### config.mk
export PLATFORM = sky130hd
export DESIGN_NAME = pc_sequencer
export DESIGN_NICKNAME = d
export VERILOG_FILES = /design/src/rtl/pc_sequencer.sv
export SDC_FILE = /design/constraint.sdc
export NUM_CORES = 1
export LEC_CHECK = 0
export ABC_AREA = 1
export CAP_MARGIN = 15
export CORE_MARGIN = 2
export CORE_UTILIZATION = 40
export CTS_BUF_LIST = sky130_fd_sc_hd__clkbuf_2
export CTS_CLUSTER_SIZE = 40
export DETAILED_ROUTE_END_ITERATION = 8
export PLACE_DENSITY_LB_ADDON = 0.1
export SLEW_MARGIN = 20
export SYNTH_ARGS = -nofsm -noshare
export SYNTH_HDL_FRONTEND = slang
export SYNTH_SLANG_ARGS = --single-unit
### constraint.sdc
create_clock -name clk -period 2.8 [get_ports clk]
set_clock_uncertainty 0.15 [all_clocks]
set_input_delay 0.56 -clock clk [delete_from_list [all_inputs] [get_ports clk]]
set_output_delay 0.56 -clock clk [all_outputs]
set_load 0.005 [all_outputs]
### src/rtl/pc_sequencer.sv
// rtl/pc_sequencer.sv - next-PC sequencer for the fetch stage; optional delay slot via PCSEQ_DELAY_SLOT_EN
module pc_sequencer #(
  parameter logic [31:0] RESET_VECTOR = 32'h0000_3000,
  parameter logic [31:0] EXC_VECTOR   = 32'h0000_4180,
  parameter int          CNT_W        = 16
) (
  input  logic             clk,
  input  logic             PCReSet,
  input  logic [31:0]      pc_cur,
  input  logic             stall,
  input  logic             branch_taken,
  input  logic [31:0]      branch_tgt,
  input  logic             jump,
  input  logic [31:0]      jump_tgt,
  input  logic             exc_req,
  output logic             isPCWrite,
  output logic [31:0]      pc_next,
  output logic             flush_if,
  output logic [1:0]       seq_state,
  output logic [CNT_W-1:0] stall_cnt
);

  typedef enum logic [1:0] {
    ST_BOOT  = 2'd0,
    ST_RUN   = 2'd1,
    ST_HOLD  = 2'd2,
    ST_DSLOT = 2'd3
  } state_t;

  // Redirect priorities; 0 means no redirect this cycle.
  localparam logic [1:0] PRI_NONE = 2'd0;
  localparam logic [1:0] PRI_BR   = 2'd1;
  localparam logic [1:0] PRI_JMP  = 2'd2;
  localparam logic [1:0] PRI_EXC  = 2'd3;

  state_t      state, state_nx;

  logic        pend_vld, pend_vld_nx;
  logic [1:0]  pend_pri, pend_pri_nx;
  logic [31:0] pend_tgt, pend_tgt_nx;

  logic        write_nx;
  logic [31:0] pc_nx;
  logic        flush_nx;

  logic [1:0]  req_pri;
  logic [31:0] req_tgt;
  logic [31:0] seq_pc;
  logic [1:0]  win_pri;
  logic [31:0] win_tgt;

  // Instruction addresses are word aligned; low two bits are never emitted.
  function automatic logic [31:0] align_word(input logic [31:0] a);
    return {a[31:2], 2'b00};
  endfunction

  assign seq_pc = align_word(pc_cur + 32'd4);

  // Pick the highest-priority redirect requested this cycle.
  always_comb begin
    req_pri = PRI_NONE;
    req_tgt = seq_pc;
    if (exc_req) begin
      req_pri = PRI_EXC;
      req_tgt = EXC_VECTOR;
    end else if (jump) begin
      req_pri = PRI_JMP;
      req_tgt = align_word(jump_tgt);
    end else if (branch_taken) begin
      req_pri = PRI_BR;
      req_tgt = align_word(branch_tgt);
    end
  end

  // On stall release a same-cycle request wins only if strictly stronger than the pending one.
  always_comb begin
    win_pri = pend_pri;
    win_tgt = pend_tgt;
    if (req_pri > pend_pri) begin
      win_pri = req_pri;
      win_tgt = req_tgt;
    end
  end

  // State register.
  always_ff @(posedge clk or posedge PCReSet) begin
    if (PCReSet) begin
      state <= ST_BOOT;
    end else begin
      state <= state_nx;
    end
  end

  // Next-state decision.
  always_comb begin
    state_nx = state;
    case (state)
      ST_BOOT: state_nx = ST_RUN;
      ST_RUN: begin
        if (stall) begin
          state_nx = (req_pri != PRI_NONE) ? ST_HOLD : ST_RUN;
        end else begin
`ifdef PCSEQ_DELAY_SLOT_EN
          state_nx = (req_pri == PRI_BR || req_pri == PRI_JMP) ? ST_DSLOT : ST_RUN;
`else
          state_nx = ST_RUN;
`endif
        end
      end
      ST_HOLD: begin
        if (stall) begin
          state_nx = ST_HOLD;
        end else begin
`ifdef PCSEQ_DELAY_SLOT_EN
          state_nx = (win_pri == PRI_EXC) ? ST_RUN : ST_DSLOT;
`else
          state_nx = ST_RUN;
`endif
        end
      end
      ST_DSLOT: begin
`ifdef PCSEQ_DELAY_SLOT_EN
        if (stall) begin
          state_nx = exc_req ? ST_HOLD : ST_DSLOT;
        end else begin
          state_nx = ST_RUN;
        end
`else
        state_nx = ST_RUN;
`endif
      end
      default: state_nx = ST_BOOT;
    endcase
  end

  // Output and pending-redirect decisions for the next cycle.
  always_comb begin
    write_nx    = 1'b0;
    pc_nx       = pc_next;
    flush_nx    = 1'b0;
    pend_vld_nx = pend_vld;
    pend_pri_nx = pend_pri;
    pend_tgt_nx = pend_tgt;
    case (state)
      ST_BOOT: begin
        write_nx    = 1'b1;
        pc_nx       = RESET_VECTOR;
        pend_vld_nx = 1'b0;
        pend_pri_nx = PRI_NONE;
      end
      ST_RUN: begin
        if (stall) begin
          if (req_pri != PRI_NONE) begin
            pend_vld_nx = 1'b1;
            pend_pri_nx = req_pri;
            pend_tgt_nx = req_tgt;
          end
        end else begin
          write_nx = 1'b1;
`ifdef PCSEQ_DELAY_SLOT_EN
          if (req_pri == PRI_EXC) begin
            pc_nx    = EXC_VECTOR;
            flush_nx = 1'b1;
          end else begin
            pc_nx = seq_pc;
            if (req_pri != PRI_NONE) begin
              pend_vld_nx = 1'b1;
              pend_pri_nx = req_pri;
              pend_tgt_nx = req_tgt;
            end
          end
`else
          pc_nx    = req_tgt;
          flush_nx = (req_pri != PRI_NONE);
`endif
        end
      end
      ST_HOLD: begin
        if (stall) begin
          if (req_pri != PRI_NONE && req_pri >= pend_pri) begin
            pend_pri_nx = req_pri;
            pend_tgt_nx = req_tgt;
          end
        end else begin
          write_nx = 1'b1;
`ifdef PCSEQ_DELAY_SLOT_EN
          if (win_pri == PRI_EXC) begin
            pc_nx       = EXC_VECTOR;
            flush_nx    = 1'b1;
            pend_vld_nx = 1'b0;
            pend_pri_nx = PRI_NONE;
          end else begin
            pc_nx       = seq_pc;
            pend_vld_nx = 1'b1;
            pend_pri_nx = win_pri;
            pend_tgt_nx = win_tgt;
          end
`else
          pc_nx       = win_tgt;
          flush_nx    = 1'b1;
          pend_vld_nx = 1'b0;
          pend_pri_nx = PRI_NONE;
`endif
        end
      end
      ST_DSLOT: begin
`ifdef PCSEQ_DELAY_SLOT_EN
        if (exc_req) begin
          if (stall) begin
            pend_pri_nx = PRI_EXC;
            pend_tgt_nx = EXC_VECTOR;
          end else begin
            write_nx    = 1'b1;
            pc_nx       = EXC_VECTOR;
            flush_nx    = 1'b1;
            pend_vld_nx = 1'b0;
            pend_pri_nx = PRI_NONE;
          end
        end else if (!stall) begin
          write_nx    = 1'b1;
          pc_nx       = pend_tgt;
          pend_vld_nx = 1'b0;
          pend_pri_nx = PRI_NONE;
        end
`else
        pend_vld_nx = 1'b0;
        pend_pri_nx = PRI_NONE;
`endif
      end
      default: begin
        pend_vld_nx = 1'b0;
        pend_pri_nx = PRI_NONE;
      end
    endcase
  end

  // Registered outputs and pending redirect.
  always_ff @(posedge clk or posedge PCReSet) begin
    if (PCReSet) begin
      isPCWrite <= 1'b0;
      pc_next   <= RESET_VECTOR;
      flush_if  <= 1'b0;
      pend_vld  <= 1'b0;
      pend_pri  <= PRI_NONE;
      pend_tgt  <= RESET_VECTOR;
    end else begin
      isPCWrite <= write_nx;
      pc_next   <= pc_nx;
      flush_if  <= flush_nx;
      pend_vld  <= pend_vld_nx;
      pend_pri  <= pend_pri_nx;
      pend_tgt  <= pend_tgt_nx;
    end
  end

  // Saturating count of stalled cycles outside BOOT.
  always_ff @(posedge clk or posedge PCReSet) begin
    if (PCReSet) begin
      stall_cnt <= '0;
    end else if (stall && state != ST_BOOT && stall_cnt != {CNT_W{1'b1}}) begin
      stall_cnt <= stall_cnt + 1'b1;
    end
  end

  assign seq_state = state;

endmodule

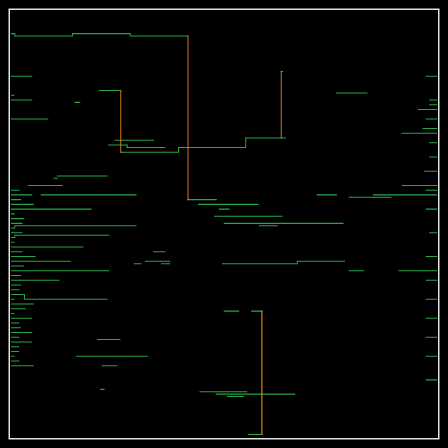
run_1/wires.png
Only two layers are drawn.
metal 3 -> green  # wire length 858 µm
metal 4 -> orange  # wire length 119 µm
vias: 5842
Total GRT Usage: 22.9%

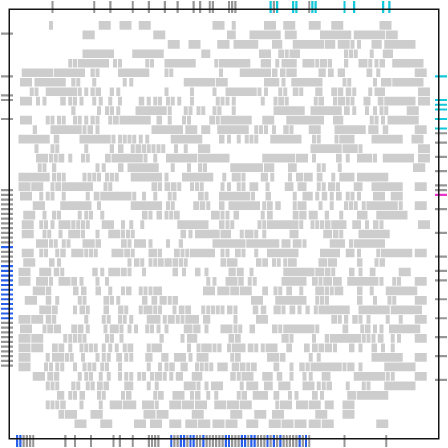
run_1/io_placement.png
Pins as bars across the die edge, other pins in gray.
stall -> magenta  # pins 1, direction input, edge right
branch_tgt -> blue  # pins 32, direction input, edge 19 bottom, 13 left
stall_cnt -> cyan  # pins 16, direction output, edge 10 top, 6 right
all pins by edge = 62 bottom, 43 left, 26 top, 23 right
Port Buffers: 145
die width: 123 µm

==> out/results.tsv, run 1 <==
stage	metric	value	unit
status	status	complete, no violations	
cts	clk_pin_slew	0.25	ns
drt	drt_iter0_drc	343	
global_routing	antenna_found_initial	0	
pwr	power_leakage	3.70	nW
cts	clock_path_buffers	2	
drt	wl_per_cell	13.3	µm
cts	ctsHtreeMaxLevel	3	
synth	synth-async-reset-ratio	100	%
cts	postCtsSetupBuffers	0	
synth	ys_sh_adder	1.78	%
final_layout	num-nonclk-buffers	175	
synth	synth.avg_cell_area	6.37	µm²
timing	rsz0062_at_grt	false	
setup_path	cp_cell_sequence	clkdlybuf4s50_1	
synth	top_area_share	34.6	%
pwr	power_density	665	mW/mm²
timing	timing.hold.ws	0.0495	ns
final_layout	sh_seq_area	27.3	%
synth	most_common_cell	nand2_1	
drt	route.detailed.drc	0	
synth	synthAoiAreaFrac	10.1	%
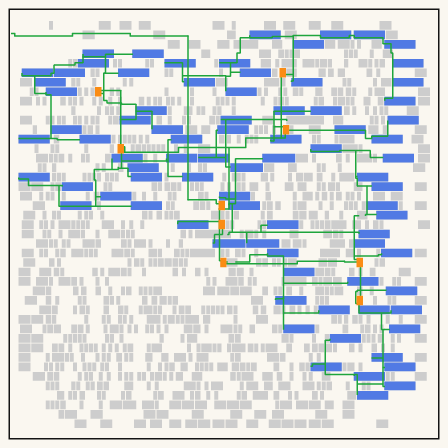
run_1/clk_routes.png
flip-flops -> blue  # count 82
clock wires -> green  # length 1120 µm
clock drivers -> orange  # count 9
flops lie = all over the die
routed clock nets = 10
clock power share: 12.8%
Clk. pwr: 0.000639 W
Clk Latency, worst-skew pair: 0.55 ns

run 1: power by group through the flow:
stage               clock network [W]  registers, W  logic (W)
floorplan                           0       0.00185    0.00143
global placement                    0       0.00187    0.00250
detailed placement                  0       0.00188    0.00253
CTS                          0.000663       0.00185    0.00254
global route                 0.000708       0.00191    0.00286
finish                       0.000639       0.00185    0.00251
run 1: final timing paths:
| check | cells past startpoint | to |
|---|---|---|
| min in group clk | 2 | pend_tgt[12]$_DFFE_PP1P_ |
| max in group asynchronous | 3 | pend_tgt[13]$_DFFE_PP1P_ |
| min reg2reg | 2 | pend_tgt[12]$_DFFE_PP1P_ |
| max reg2reg | 10 | pc_next[5]$_DFFE_PP0P_ |
| min | 2 | pc_next[30]$_DFFE_PP0P_ |
| max | 1 | pc_next[13] |
run 1: per-layer routing:
layer  vias up  global-route usage, %  routed length, µm
li1       3059                      -                  -
met1      2638                   29.9               7360
met2       137                   38.9               7940
met3         8                   4.65                858
met4         0                   4.89                119
met5         -                      0                  0
run 1: flip-flops by register name (all words and copies together), names as in the netlist:
signal and count:
pc_next 30, flush_if 1, seq_state 2, isPCWrite 1, pend_tgt 30, stall_cnt 16
pend_pri 2
run 1: cells by family after synthesis:
family / Yosys count
other cells: 1
xor+xnor: 17
buf+inv: 114
fa+ha+maj: 8
simple gates: 557
compound gates: 106
flops: 82
run 1: metrics by stage:
stage / cells / power [W]
after floorplan: 886 / 0.00328
after global placement: 1206 / 0.00437
after detailed placement: 1206 / 0.00441
after CTS: 1221 / 0.00506
after global routing: 1221 / 0.00548
final: 1221 / 0.00500
## Run 2: what changed since run 1
==> constraint.sdc (replaced) <==
create_clock -name clk -period 1.9 [get_ports clk]
set_clock_uncertainty 0.15 [all_clocks]
set_input_delay 0.38 -clock clk [delete_from_list [all_inputs] [get_ports clk]]
set_output_delay 0.38 -clock clk [all_outputs]
set_load 0.005 [all_outputs]
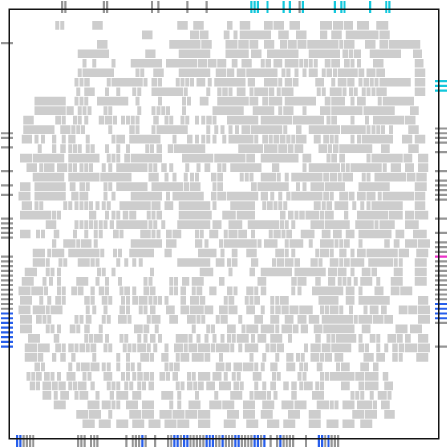
run_2/io_placement.png
Pins as bars across the die edge, other pins in gray.
stall_cnt -> cyan  # pins 16, direction output, edge 13 top, 3 right
branch_tgt -> blue  # pins 32, direction input, edge 20 bottom, 8 left, 4 right
stall -> magenta  # pins 1, direction input, edge right
Die H: 123 µm

==> out/results.tsv, run 2 <==
stage	metric	value	unit	change
status	violations	setup timing		
global_routing	grt_pass1_vias	5959		was 5433
die	die_width	123	µm	unchanged
timing	worst_slack	-0.0111	ns	was 0.454 ns
pwr	clkPwrFrac	10.9	%	was 12.8%
drt	route.detailed.drc	0		unchanged
status	status	complete, but fails checks		was complete, no violations
setup_path	worstReg2RegStart	pend_pri[1]$_DFFE_PP0P_		was seq_state[0]$_DFF_PP0_
drt	antenna_left	0		unchanged
synth	syn_area	0.00564	mm²	unchanged
synth	synth-async-reset-ratio	100	%	unchanged
timing	rsz0062_at_grt	true		was false
global_routing	track_usage	25.3	%	was 22.9%
drt	vias	6405		was 5842
cts	clock_sinks	82		unchanged
setup_path	cp_cell_sequence	inv_2 > ha_4 > a21oi_4 > a21oi_4 > nor2_4 > buf_6 > buf_4 > nand2_1 > nand2_1 > nand2_1 > nand2_1		was clkdlybuf4s50_1
drt	wl_per_cell	14.1	µm	was 13.3 µm
timing	timing.hold.ws	0.256	ns	was 0.0495 ns
synth	synth.avg_cell_area	6.37	µm²	unchanged
setup_path	cp.depth	11		was 1
synth	top_area_share	34.6	%	unchanged
die	chipArea	0.0151	mm²	unchanged
global_routing	grt_max_degree	29		was 36
drt	drt_iter0_drc	385		was 343
setup_path	required	2.25	ns	was 2.09 ns
placement	io_buffers	145		unchanged
pwr	finalPower	0.00863	W	was 0.00500 W
cts	ctsHtreeMaxLevel	3		unchanged
setup_path	worst-path-buf-inv	3		was 1
timing	fin_crit_sh	101	%	
final_layout	sh_seq_area	23.6	%	was 27.3%
setup_path	slowest_stage	dfrtp_1		was dfstp_2
pwr	power_leakage	4.49	nW	was 3.70 nW
min_path	min_delay_path_depth	3		
cts	clk_pin_slew	0.26	ns	was 0.25 ns
cts	postCtsSetupBuffers	28		was 0
pwr	power_density	989	mW/mm²	was 665 mW/mm²
final_layout	final_cell_area	0.00873	mm²	was 0.00753 mm²
synth	topCellsByArea	dfrtp_1, nand2_1, nor2_1		unchanged
setup_path	reg2reg_depth	11		was 10
final_layout	num-nonclk-buffers	286		was 175
cts	insertion_delay	0.58	ns	was 0.55 ns
timing	setup_viol	2		was 0
run 2: cell counts after synthesis:
Identical to the previous run, type by type.
run 2: metal layers:
metal	routed length (µm)	part of all wire (%)	vias up	global-route usage, %
met5	0	0	-	0
met4	336	1.8	0	5.89
met3	964	5.1	22	3.81
met2	8920	47	199	42.6
met1	8620	46	2890	34.2
li1	-	-	3294	-
run 2: cells by family after synthesis:
logic type | Yosys count | synth area share, %
AND/OR/NAND/NOR | 557 | 40.4
buffers and inverters | 114 | 8.50
AND-OR/OR-AND | 106 | 10.1
flip-flops | 82 | 36.5
XOR/XNOR | 17 | 2.64
adder cells (fa/ha/maj) | 8 | 1.78
other | 1 | 0.0665
run 2: stage by stage:
stage | std cells | utilization (%) | TNS [ns]
floorplan | 886 | - | -3.24
global placement | 1285 | 58.5 | -38.48
detailed placement | 1285 | 58.5 | -39.79
CTS | 1333 | 61.2 | -0.0134
global route | 1334 | 63.1 | -2.31
finish | 1334 | 63.1 | -0.0122
run 2: power by group through the flow:
stage | sequential (W) | combinational (W) | clock, W
after floorplan | 0.00273 | 0.00223 | 0
after global placement | 0.00278 | 0.00412 | 0
after detailed placement | 0.00277 | 0.00418 | 0
after CTS | 0.00269 | 0.00463 | 0.000961
after global routing | 0.00280 | 0.00547 | 0.00105
final | 0.00274 | 0.00495 | 0.000944
run 2: final timing paths:
| path | to | slack (ns) |
|---|---|---|
| worst max-delay path | pc_next[16]$_DFFE_PP0P_ | -0.01 |
| worst min-delay path | pend_tgt[9]$_DFFE_PP0P_ | 0.26 |
| worst max register to register | pc_next[16]$_DFFE_PP0P_ | -0.01 |
| worst min register to register | pc_next[20]$_DFFE_PP0P_ | 0.35 |
| max in group asynchronous | pc_next[29]$_DFFE_PP0P_ | 0.58 |
| min in group asynchronous | pend_pri[1]$_DFFE_PP0P_ | 0.51 |
Power is estimated from default activity; no workload was simulated.
